$ cat src/rtl/arc4_encrypt.sv
// ARC4 encryptor: reads a length-prefixed plaintext, runs KSA + PRGA over an
// external 256x8 S memory and writes the length-prefixed ciphertext.
module arc4_encrypt (
    input  logic        clk,
    input  logic        rst,
    input  logic        en,
    output logic        rdy,
    input  logic [23:0] key,
    output logic [7:0]  s_addr,
    output logic [7:0]  s_wrdata,
    output logic        s_wren,
    input  logic [7:0]  s_rddata,
    output logic [7:0]  pt_addr,
    input  logic [7:0]  pt_rddata,
    output logic [7:0]  ct_addr,
    output logic [7:0]  ct_wrdata,
    output logic        ct_wren
);

    typedef enum logic [3:0] {
        IDLE,
        INIT,
        KSA_RI,
        KSA_RJ,
        KSA_WI,
        KSA_WJ,
        LEN_RD,
        LEN_WR,
        PRGA_RI,
        PRGA_RJ,
        PRGA_WI,
        PRGA_WJ,
        PRGA_PAD,
        PRGA_OUT,
        DONE
    } state_t;

    state_t      state_q, state_d;
    logic [7:0]  i_q, i_d;
    logic [7:0]  j_q, j_d;
    logic [7:0]  k_q, k_d;
    logic [7:0]  len_q, len_d;
    logic [7:0]  si_q, si_d;
    logic [7:0]  sj_q, sj_d;
    logic [23:0] key_q, key_d;
    logic [1:0]  kidx_q, kidx_d;

    logic [7:0]  key_byte;
    logic [7:0]  j_sum;

    // kidx tracks i mod 3 so no divider is needed for the key schedule
    always_comb begin
        case (kidx_q)
            2'd0:    key_byte = key_q[23:16];
            2'd1:    key_byte = key_q[15:8];
            default: key_byte = key_q[7:0];
        endcase
    end

    always_comb begin
        state_d   = state_q;
        i_d       = i_q;
        j_d       = j_q;
        k_d       = k_q;
        len_d     = len_q;
        si_d      = si_q;
        sj_d      = sj_q;
        key_d     = key_q;
        kidx_d    = kidx_q;
        j_sum     = 8'd0;
        rdy       = 1'b0;
        s_addr    = 8'd0;
        s_wrdata  = 8'd0;
        s_wren    = 1'b0;
        pt_addr   = 8'd0;
        ct_addr   = 8'd0;
        ct_wrdata = 8'd0;
        ct_wren   = 1'b0;

        case (state_q)
            IDLE: begin
                rdy = 1'b1;
                if (en) begin
                    key_d   = key;
                    i_d     = 8'd0;
                    state_d = INIT;
                end
            end
            INIT: begin
                s_addr   = i_q;
                s_wrdata = i_q;
                s_wren   = 1'b1;
                i_d      = i_q + 8'd1;
                if (i_q == 8'd255) begin
                    j_d     = 8'd0;
                    kidx_d  = 2'd0;
                    state_d = KSA_RI;
                end
            end
            KSA_RI: begin
                s_addr  = i_q;
                state_d = KSA_RJ;
            end
            KSA_RJ: begin
                j_sum   = j_q + s_rddata + key_byte;
                s_addr  = j_sum;
                j_d     = j_sum;
                si_d    = s_rddata;
                state_d = KSA_WI;
            end
            // Reads of S[j] always complete before either swap write is issued
            KSA_WI: begin
                s_addr   = i_q;
                s_wrdata = s_rddata;
                s_wren   = 1'b1;
                state_d  = KSA_WJ;
            end
            KSA_WJ: begin
                s_addr   = j_q;
                s_wrdata = si_q;
                s_wren   = 1'b1;
                i_d      = i_q + 8'd1;
                kidx_d   = (kidx_q == 2'd2) ? 2'd0 : kidx_q + 2'd1;
                state_d  = (i_q == 8'd255) ? LEN_RD : KSA_RI;
            end
            LEN_RD: begin
                state_d = LEN_WR;
            end
            LEN_WR: begin
                len_d     = pt_rddata;
                ct_wrdata = pt_rddata;
                ct_wren   = 1'b1;
                i_d       = 8'd0;
                j_d       = 8'd0;
                k_d       = 8'd1;
                state_d   = (pt_rddata == 8'd0) ? DONE : PRGA_RI;
            end
            PRGA_RI: begin
                s_addr  = i_q + 8'd1;
                i_d     = i_q + 8'd1;
                state_d = PRGA_RJ;
            end
            PRGA_RJ: begin
                j_sum   = j_q + s_rddata;
                s_addr  = j_sum;
                j_d     = j_sum;
                si_d    = s_rddata;
                state_d = PRGA_WI;
            end
            PRGA_WI: begin
                sj_d     = s_rddata;
                s_addr   = i_q;
                s_wrdata = s_rddata;
                s_wren   = 1'b1;
                state_d  = PRGA_WJ;
            end
            PRGA_WJ: begin
                s_addr   = j_q;
                s_wrdata = si_q;
                s_wren   = 1'b1;
                state_d  = PRGA_PAD;
            end
            // The swap does not change S[i]+S[j], so the pre-swap values index the pad
            PRGA_PAD: begin
                s_addr  = si_q + sj_q;
                pt_addr = k_q;
                state_d = PRGA_OUT;
            end
            PRGA_OUT: begin
                ct_addr   = k_q;
                ct_wrdata = s_rddata ^ pt_rddata;
                ct_wren   = 1'b1;
                k_d       = k_q + 8'd1;
                state_d   = (k_q == len_q) ? DONE : PRGA_RI;
            end
            DONE: begin
                state_d = IDLE;
            end
            default: begin
                state_d = IDLE;
            end
        endcase
    end

    always_ff @(posedge clk or posedge rst) begin
        if (rst) begin
            state_q <= IDLE;
            i_q     <= 8'd0;
            j_q     <= 8'd0;
            k_q     <= 8'd0;
            len_q   <= 8'd0;
            si_q    <= 8'd0;
            sj_q    <= 8'd0;
            key_q   <= 24'd0;
            kidx_q  <= 2'd0;
        end else begin
            state_q <= state_d;
            i_q     <= i_d;
            j_q     <= j_d;
            k_q     <= k_d;
            len_q   <= len_d;
            si_q    <= si_d;
            sj_q    <= sj_d;
            key_q   <= key_d;
            kidx_q  <= kidx_d;
        end
    end

endmodule

$ cat config.mk
export PLATFORM = sky130hd
export DESIGN_NAME = arc4_encrypt
export DESIGN_NICKNAME = d
export VERILOG_FILES = /design/src/rtl/arc4_encrypt.sv
export SDC_FILE = /design/constraint.sdc
export NUM_CORES = 1
export LEC_CHECK = 0
export CAP_MARGIN = 5
export CELL_PAD_IN_SITES_DETAIL_PLACEMENT = 1
export CELL_PAD_IN_SITES_GLOBAL_PLACEMENT = 1
export CORE_MARGIN = 2
export CORE_UTILIZATION = 37
export CTS_CLUSTER_DIAMETER = 40
export CTS_CLUSTER_SIZE = 28
export DETAILED_ROUTE_END_ITERATION = 12
export PLACE_DENSITY_LB_ADDON = 0.1
export SYNTH_ARGS = -nofsm -noshare
export SYNTH_HDL_FRONTEND = slang
export SYNTH_SLANG_ARGS = --single-unit
$ cat constraint.sdc
create_clock -name clk -period 4.1 [get_ports clk]
set_clock_uncertainty 0.1 [all_clocks]
set_input_delay 0.82 -clock clk [delete_from_list [all_inputs] [get_ports clk]]
set_output_delay 0.82 -clock clk [all_outputs]
set_load 0.01 [all_outputs]
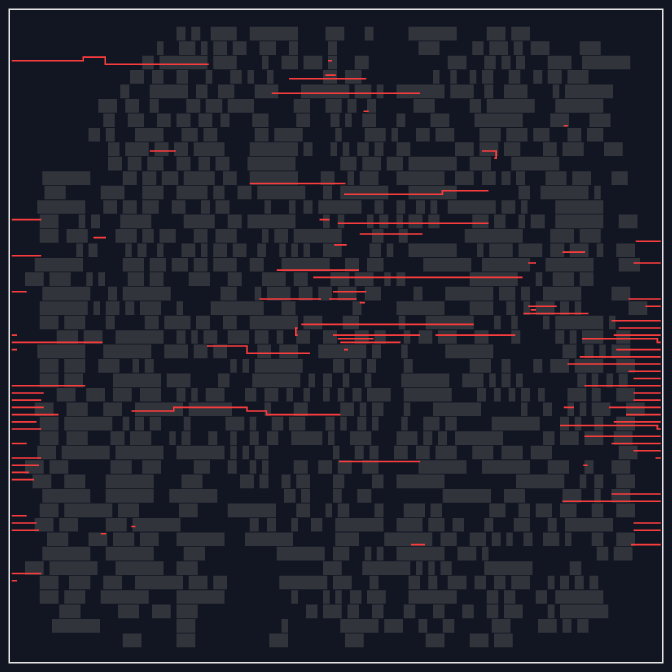
run_1/m3.png
Cells faint in the background.
- longest straight run: 39.1 µm
- nets with wire on the layer: 77
- wire length on this layer: 810 µm
- main direction: horizontal
- share of all routed wire: 4.8%
vias post-DR: 4775
total wire length after detailed routing: 16900 µm
global-route met3 utilization: 4.74%

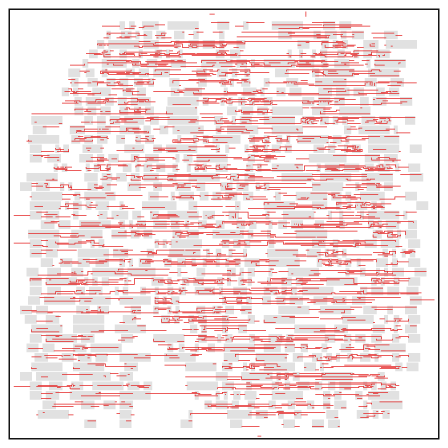
run_1/m1.png
Cells faint in the background.
- longest straight run: 44.6 µm
- share of all routed wire: 44%
met1 GRT Util: 29.1%

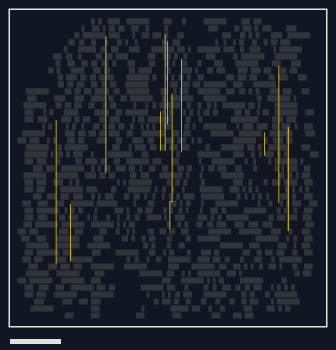
run_1/m4.png
Scale bar: 20 µm. Cells faint in the background.
- longest straight run: 55.8 µm
- wire length on this layer: 414 µm

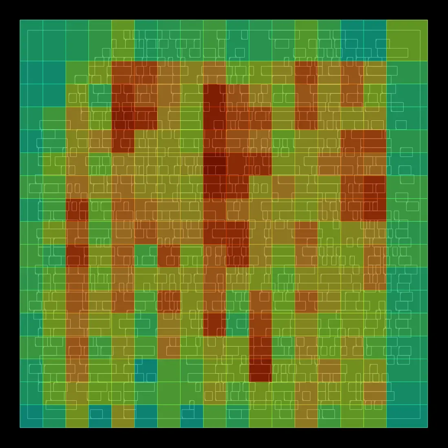
run_1/congestion_map.png
global routing usage on met2: 39.8%
global-route layer with the greatest usage: met2
routed len/inst: 19.2 µm
post-layout utilization of the core: 51.8%

==> results.txt, run 1 <==
Physical implementation

The number of instances in the placed design is about 850. The main flop type is dfrtp_1. The timing report gives the clock slew at the launch and capture registers of the worst setup and hold paths as about 0.06 ns. The depth of the most critical reg-to-reg path is 16.

The first global-routing pass estimated 26800 µm of wire. For this run, the number of Yosys warnings is 0. The flow ran to the end, but the final reports show violations. The final setup violation count is 7. According to the I/O placement log, the pin count is 86. The critical path launch point type is an input pin.

The slowest stage cell on the critical path is or3_4. The quantity of hold-fixing buffers added after cts is 0. Walking the worst path, the cells encountered are clkdlybuf4s15_2 > ha_4 > nor2b_2 > o21a_1 > o21ai_1 > nand2b_1 > a21oi_2 > xnor2_2 > ha_2 > or3_4 > o22ai_4 > xnor2_2 > nand2b_4 > mux2i_2 > a211o_1 > buf_2.

The non-filler instance count after layout is 876. Combinational cells account for 65.1% of the total power. The path class of the lowest-slack min-delay path is reg2reg. The proportion of power drawn by the clock network is 12.7%. The post-synthesis cell area is 5220 µm². The later-pin clock latency in the skew report is 0.35 ns.

Sequential elements use 37.4% of the synthesized area. The final timing report gives a worst setup slack of -0.427 ns. Looking at the clock tree report, the maximum root-to-sink buffer count equals 2. The floorplan has 43 rows. The number of enable-type register cells in the synthesized netlist is 0. After detailed routing, the number of vias per cell comes to 5.45. The final reports fail on setup timing. The congestion estimate from routability-driven global placement came to 0.809. The final routed DRC violation total is 0.
[run 1: power by group through the flow]
stage | Sequential (µW) | Combinational [µW] | Clock, µW
detailed placement | 1450 | 3580 | 0
global route | 1510 | 4670 | 880
floorplan | 1290 | 2400 | 0
finish | 1450 | 4260 | 831
CTS | 1450 | 3890 | 850
global placement | 1440 | 3420 | 0
[run 1: per-stage QoR]
| step | total power, µW | hold WS, ns | setup slack, ns | utilization, % |
|---|---|---|---|---|
| floorplan | 3690 | 0.373 | -0.0475 | - |
| global placement | 4860 | 0.388 | -1.33 | 47.5 |
| detailed placement | 5030 | 0.394 | -1.40 | 47.5 |
| CTS | 6190 | 0.409 | -0.405 | 50.8 |
| global route | 7050 | 0.429 | -0.532 | 51.8 |
| finish | 6540 | 0.403 | -0.427 | 51.8 |
[run 1: placed cells by master (no fill, tap or decap), types with 11 or more instances in the layout]
cell | netlist | routed
and2_1 | 18 | 18
a21oi_1 | 18 | 14
nand2_1 | 58 | 58
mux2i_1 | 12 | 11
ha_1 | 23 | 16
mux2_2 | 47 | 47
dfrtp_1 | 78 | 78
inv_1 | 24 | 21
xor2_1 | 15 | 15
buf_4 | 1 | 52
clkdlybuf4s50_1 | 0 | 75
nor2_1 | 34 | 31
nand2b_1 | 17 | 16
o21ai_0 | 64 | 59
[run 1: worst max-delay path, delay by kind of cell]
family,cells,cell delay (ns)
compound gates,5,0.86
simple gates,4,0.81
fa+ha+maj,2,0.42
buf+inv,2,0.37
xor+xnor,2,0.24
mux,1,0.08
[run 1: cells by family after synthesis]
logic type / count (synthesis) / share of synthesized area, %
simple gates: 174 / 16.5
flops: 78 / 37.4
xor+xnor: 28 / 4.70
fa+ha+maj: 26 / 6.67
mux: 59 / 12.4
buf+inv: 51 / 4.17
compound gates: 147 / 18.1
[run 1: synthesized netlist by cell type (4+ instances only)]
cell,count,area (µm²)
dfrtp_1,78,1950
o21ai_0,64,320
nand2_1,58,218
mux2_2,47,529
nor2_1,34,128
inv_1,24,90.1
ha_1,23,288
a21oi_1,18,90.1
and2_1,18,113
nand2b_1,17,106
xor2_1,15,131
xnor2_1,13,114
buf_2,12,60.1
mux2i_1,12,120
clkbuf_1,10,37.5
nand3_1,9,45.0
a222oi_1,8,80.1
a22oi_1,7,52.6
nor2b_1,7,43.8
a21o_1,6,45.0
a22o_1,6,52.6
nor3_1,6,30.0
o31ai_1,6,45.0
and3_1,5,31.3
nor4_1,5,31.3
o21a_1,5,37.5
a211oi_1,4,30.0
a221o_1,4,40.0
o211ai_1,4,30.0
[run 1: area by class of cell]
cell class | instances | area, µm²
fill | 1586 | 6670
multi-input combinational | 434 | 3280
timing repair buffer | 142 | 1290
clock buffer | 10 | 239
sequential | 78 | 1950
inverter | 26 | 97.6
clock inverter | 6 | 67.6
tap | 180 | 225
[run 1: registers in the layout (all words and copies together), names as in the netlist]
name,cells
key_q,24
len_q,8
sj_q,8
state_q,4
si_q,8
kidx_q,2
j_q,8
k_q,8
i_q,8
[run 1: timing repair]
action / CTS / global route
pin swaps: 20 / 8
cloned: 0 / 0
gates resized: 57 / 24
setup endpoints to repair: 7 / 7
buffers inserted: 6 / 3
hold endpoints to repair: 0 / 0
## Run 2: what changed since run 1
==> constraint.sdc (replaced) <==
create_clock -name clk -period 4.1 [get_ports clk]
set_clock_uncertainty 0.1 [all_clocks]
set_input_delay 0.615 -clock clk [delete_from_list [all_inputs] [get_ports clk]]
set_output_delay 0.615 -clock clk [all_outputs]
set_load 0.01 [all_outputs]
==> run 2 against run 1 <==
  * The run still ends with setup timing left
  * Maximum frequency is 7.9% higher
  * Via count is 0.48% lower
  * First-iteration DRC count is 14% higher
  * Area after synthesis stayed put
  * Synthesized cell count stayed put
  * Die area stayed put
  * Critical path depth stayed put
  * Global-route usage is 0.25 points higher
  * Cell count is 1.3% lower
  * Wire length is 1.6% lower
  * Final area is 3.0% lower
  * Largest cell class unchanged
  * Largest power group unchanged
  * Highest routed layer unchanged
==> results.txt, run 2 <==
Physical implementation

The main flop type is dfrtp_1 (unchanged). The part of the Yosys area used for sequential elements is 37.4% (unchanged). Leading cell types by count after synthesis: 78 x dfrtp_1, 64 x o21ai_0, 58 x nand2_1, 47 x mux2_2, 34 x nor2_1 (unchanged). The worst-case clock buffer depth was 2 (unchanged). The non-filler instance count after layout is 865 (was 876). The final-stage net count is 749 (was 760). The via count normalized by instance count is 5.49 (was 5.45). The proportion of netlist area held by the largest area contributor is 37.4% (unchanged). The number of global-route vias before repair is 5013 (was 5128). The post-layout period usage of the worst path is 102% (was 110%).

The post-synthesis cell area is 5220 µm² (unchanged). The number of enable-type register cells in the synthesized netlist is 0 (unchanged). Dominant cells by area after synthesis: dfrtp_1 37%, mux2_2 10%, o21ai_0 6.1%, ha_1 5.5%, nand2_1 4.2% (unchanged). The post-layout utilization of the core was 50.2% (was 51.8%). The critical path launch point type is a flip-flop (was input pin). The cell taking the most area after synthesis is dfrtp_1 (unchanged).

The register with the highest flop count is key_q (unchanged). The number of standard-cell rows in the floorplan is 43 (unchanged). The number of instances in the placed design is 846 (was 851). The max-slew violation count is 0 (unchanged).

The number of I/O pins is 86 (unchanged). The final weighted congestion in routability-driven placement was 0.828 (was 0.809). Top Layout Cells: 77 x clkdlybuf4s50_1, 76 x dfrtp_1, 61 x o21ai_0 (was 78 x dfrtp_1, 75 x clkdlybuf4s50_1, 59 x o21ai_0). The top metal layer carrying routed signals is met4 (unchanged). The final routed DRC violation total was 0 (unchanged). The cell with the most instances after synthesis is dfrtp_1 (unchanged). The final setup violation count is 3 (was 7).

The quantity of hold-fixing buffers added after cts is 0 (unchanged). The area growth from synthesis to layout was 33.1% (was 37.2%). The commonest non-fill, non-tap cell in the layout is clkdlybuf4s50_1 (was dfrtp_1). The global-route wire length before repair is 27100 µm (was 26800 µm). The TritonCTS clock tree is built (unchanged). The data arrival at the endpoint of the critical path was 3.48 ns (was 3.61 ns). The flip-flop count of the largest register, all copies and words added came to 24 (unchanged). The register clock-pin slew on the reported worst setup and hold paths came to 0.07 ns (was 0.06 ns). Status: finished with violations (unchanged). The later-pin clock latency in the skew report is 0.35 ns (about the same). Violations in the final reports: setup timing (unchanged). The final critical-path setup slack is -0.0948 ns (was -0.427 ns).

The final number of hold-violating endpoints was 0 (unchanged). The mean routed wirelength per cell is 19.2 µm (about the same). The Yosys warning count is 0 (unchanged). The path class of the lowest-slack min-delay path is reg2reg (unchanged).

The total negative slack for setup checks is -0.181 ns (was -1.67 ns).
[run 2: cell type report]
| cell class | instances | area (µm²) |
|---|---|---|
| fillers | 1595 | 6880 |
| inverters | 26 | 97.6 |
| repair buffers | 131 | 1180 |
| clock inverters | 6 | 45.0 |
| multi-input cells | 434 | 3200 |
| flip-flops and latches | 78 | 1950 |
| clock buffers | 10 | 239 |
| well taps | 180 | 225 |
[run 2: repair_timing]
| item | in CTS | in global routing |
|---|---|---|
| endpoints found under the setup margin | 7 | 6 |
| buffers inserted | 2 | 1 |
| pin swaps | 16 | 5 |
| gates resized | 49 | 4 |
[run 2: kinds of logic after synthesis]
family | count (synthesis) | synth area share [%]
adders and majority gates | 26 | 6.67
xor gates and xnor gates | 28 | 4.70
AOI/OAI and AO/OA | 147 | 18.1
muxes | 59 | 12.4
DFF | 78 | 37.4
and+or+nand+nor | 174 | 16.5
buffers and inverters | 51 | 4.17
[run 2: worst paths after layout]
kind                                       start               endpoint  slack, ns  cells past startpoint
hold / removal             key_q[20]$_DFFE_PP0P_  key_q[20]$_DFFE_PP0P_       0.41                      1
hold reg to reg            key_q[20]$_DFFE_PP0P_  key_q[20]$_DFFE_PP0P_       0.41                      1
min in group asynchronous                    rst     j_q[0]$_DFFE_PP0P_       0.55                      2
setup reg to reg              j_q[0]$_DFFE_PP0P_     j_q[7]$_DFFE_PP0P_       0.97                     15
max in group asynchronous                    rst    si_q[2]$_DFFE_PP0P_       2.50                      3
setup / recovery              j_q[0]$_DFFE_PP0P_              s_addr[7]      -0.09                     16
[run 2: worst max-delay path, stage by stage, from the launching register on]
cell and delay (ns):
dfrtp_1 0.40, ha_4 0.15, inv_1 0.05, fa_2 0.35, nor2b_2 0.13, o21a_1 0.14
nor2_1 0.06, xnor2_1 0.21, ha_1 0.28, o21a_1 0.19, o21a_1 0.20, o22ai_4 0.18
xnor2_2 0.15, nand2b_4 0.15, mux2i_2 0.08, a211o_1 0.24, buf_2 0.14
[run 2: power breakdown]
| group | switching, µW | internal (µW) | total, µW | leakage [µW] |
|---|---|---|---|---|
| sequential | 355 | 1110 | 1470 | 0.000958 |
| combinational | 1930 | 1950 | 3880 | 0.00196 |
| clock | 360 | 430 | 790 | 0.000143 |
| total | 2650 | 3490 | 6140 | 0.00306 |
[run 2: per-stage QoR]
step	instance area, µm²	hold WS [ns]	setup WS, ns	total power (µW)
2_1_floorplan	5220	0.373	0.268	3670
3_3_place_gp	6500	0.388	-0.982	4840
3_5_place_dp	6500	0.394	-1.19	5000
6_report	6950	0.406	-0.0948	6140
5_1_grt	6950	0.423	-0.271	6630
4_1_cts	6920	0.409	-0.0991	6120
[run 2: per-layer routing]
layer / global-route usage, % / vias up
met2: 40.1 / 113
met3: 4.28 / 16
met1: 30.9 / 2385
met4: 6.47 / 0
li1: - / 2238
met5: 0 / -
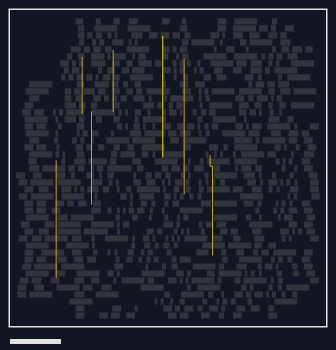
run_2/m4.png
Scale bar: 20 µm. Cells faint in the background.
- longest straight run: 52.4 µm
- nets with wire on the layer: 5
- main direction: vertical
vias post-DR: 4752
total wire length after detailed routing: 16600 µm

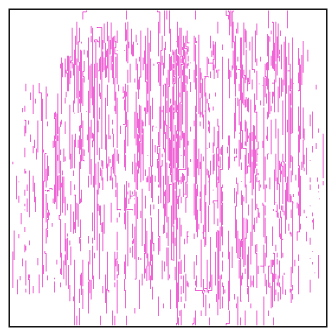
run_2/m2.png
- wire length on this layer: 8160 µm
- nets with wire on the layer: 675
- main direction: vertical
- longest straight run: 73.1 µm
global routing usage on met2: 40.1%

Power figures rest on the tool's default switching activity, not on a simulated workload.
